==> config.mk <==
export PLATFORM = sky130hd
export DESIGN_NAME = pipelined_adder
export DESIGN_NICKNAME = d
export VERILOG_FILES = /design/src/rtl/pipelined_adder.sv
export SDC_FILE = /design/constraint.sdc
export NUM_CORES = 1
export LEC_CHECK = 0
export ABC_AREA = 1
export CORE_MARGIN = 2
export CORE_UTILIZATION = 30
export DETAILED_ROUTE_END_ITERATION = 12
export REMOVE_ABC_BUFFERS = 1
export SLEW_MARGIN = 5
export SYNTH_ARGS = -nofsm -noshare
export SYNTH_HDL_FRONTEND = slang
export SYNTH_SLANG_ARGS = --single-unit
==> constraint.sdc <==
create_clock -name clk -period 2.3 [get_ports clk]
set_input_delay 0.46 -clock clk [delete_from_list [all_inputs] [get_ports clk]]
set_output_delay 0.46 -clock clk [all_outputs]
set_load 0.03 [all_outputs]
Figure 1. The clock network.
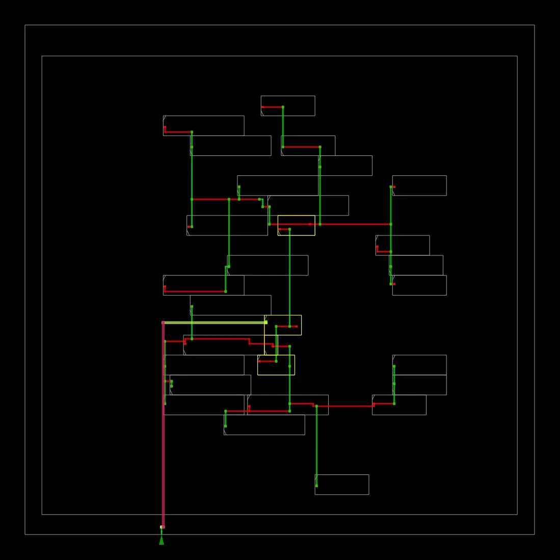
# clk buffers: 3
flop count: 25

Figure 2. Drive-strength map.
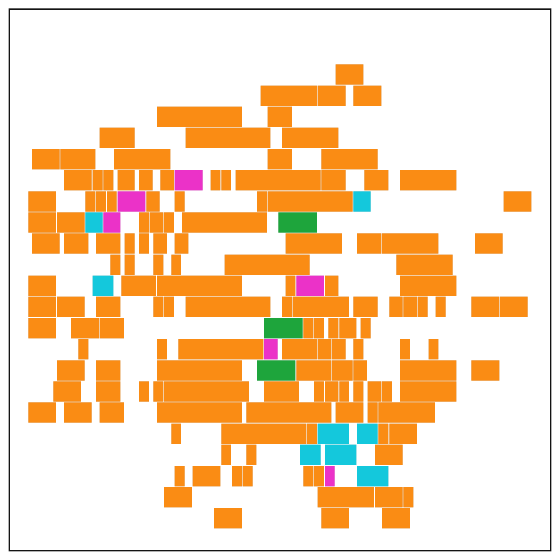
legend:
  _3 and _4 cells:
    color: cyan
    cells: 8
    share: 4.9%
  _6 and larger:
    color: green
    cells: 3
    share: 1.8%
  _2 cells:
    color: magenta
    cells: 6
    share: 3.7%
  _0 and _1 cells:
    color: orange
    cells: 146
    share: 90%
Final Instance Area: 1710 sq um
number of non-clock buffers: 35
P&R area growth vs syn: 32.5%
final setup margin: 104 ps

Figure 3. Gate families picked out.
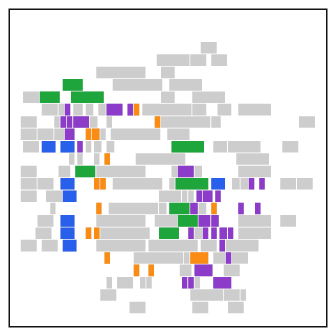
legend:
  XOR/XNOR gates:
    color: blue
    cells: 8
    where: west
  NOR gates:
    color: orange
    cells: 15
  adder and majority cells:
    color: green
    cells: 9
    where: center
  NAND gates:
    color: purple
    cells: 30
Final Instance Count excl. Fillers: 213
Top cell excl fill/tap: clkdlybuf4s50_1
Comb/total area: 31.0%

Figure 4. Signal wires on met2.
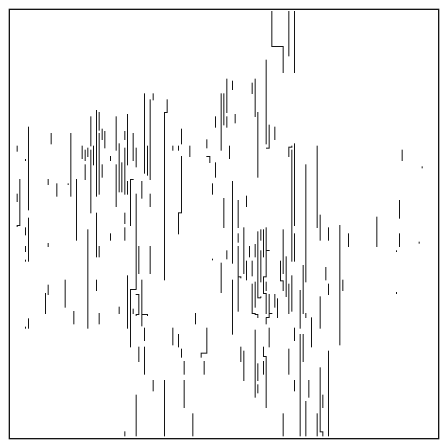
nets with wire on the layer: 148
share of all routed wire: 46%
wire length on this layer: 926 microns
main direction: vertical
total number of vias: 910
total detailed-routing wirelength: 2020 microns
met2 usage: 15.0%

==> run_results.csv <==
group,metric,value,unit
power_and_ir_drop,p_leak,0.000748,uW
sta,fin_crit,2200,ps
die,io_pins,33,
final_layout,comb_cells,78,
die,placementRows,23,
worst_setup_path,path_max_fanout,3,
clock_network,ctsResizeCount,0,
power_and_ir_drop,clock_power,248,uW
power_and_ir_drop,total_power,1060,uW
placement,place_inst,209,
run_status,outcome,"finished clean",
drt,detail-route-antenna-nets,0,
sta,timing.hold.ws,447,ps
synthesis,logic_family,"simple AND/OR/NAND/NOR gates",
drt,route.layer.met1.wl,968,microns
grt,top_usage_layer,"met2",
final_layout,layout.area.comb,529,sq um
hold_path,hold_depth,2,
drt,drtIter0Drc,45,
placement,routabilityCongestion,0.738,
clock_network,cts_buffers,3,
final_layout,drive_gt1_share,10.4,%
grt,grt_pass1_vias,899,
placement,place_area,1660,sq um
final_layout,seqCellArea,641,sq um
clock_network,clkLatencyLatePin,260,ps
worst_setup_path,cp_slowest_cell,"clkdlybuf4s50_1",
final_layout,largestClassByArea,"flip-flops and latches",
drt,top_layer,"met4",
sta,slew_violations,0,
synthesis,edf_count,14,
job,tool_warnings,25,
placement,place_ws,32.5,ps
drt,vias_per_cell,4.27,
synthesis,synth_area,1290,sq um
synthesis,top_cells_by_count,"19 x nand2_1, 18 x inv_1, 14 x edfxtp_1",
synthesis,synth-async-reset-ratio,0,%
placement,dp.final_hpwl,1680,microns
power_and_ir_drop,power_density,621,nW/um^2
placement,placement.io_buffers,32,
sta,rsz0062_at_grt,"false",
clock_network,root_buffer,"clkbuf_8",
synthesis,muxShareOfSynthArea,0,%
synthesis,ys_sh_xor,5.44,%
grt,grt_max_degree,18,
drt,drc,0,
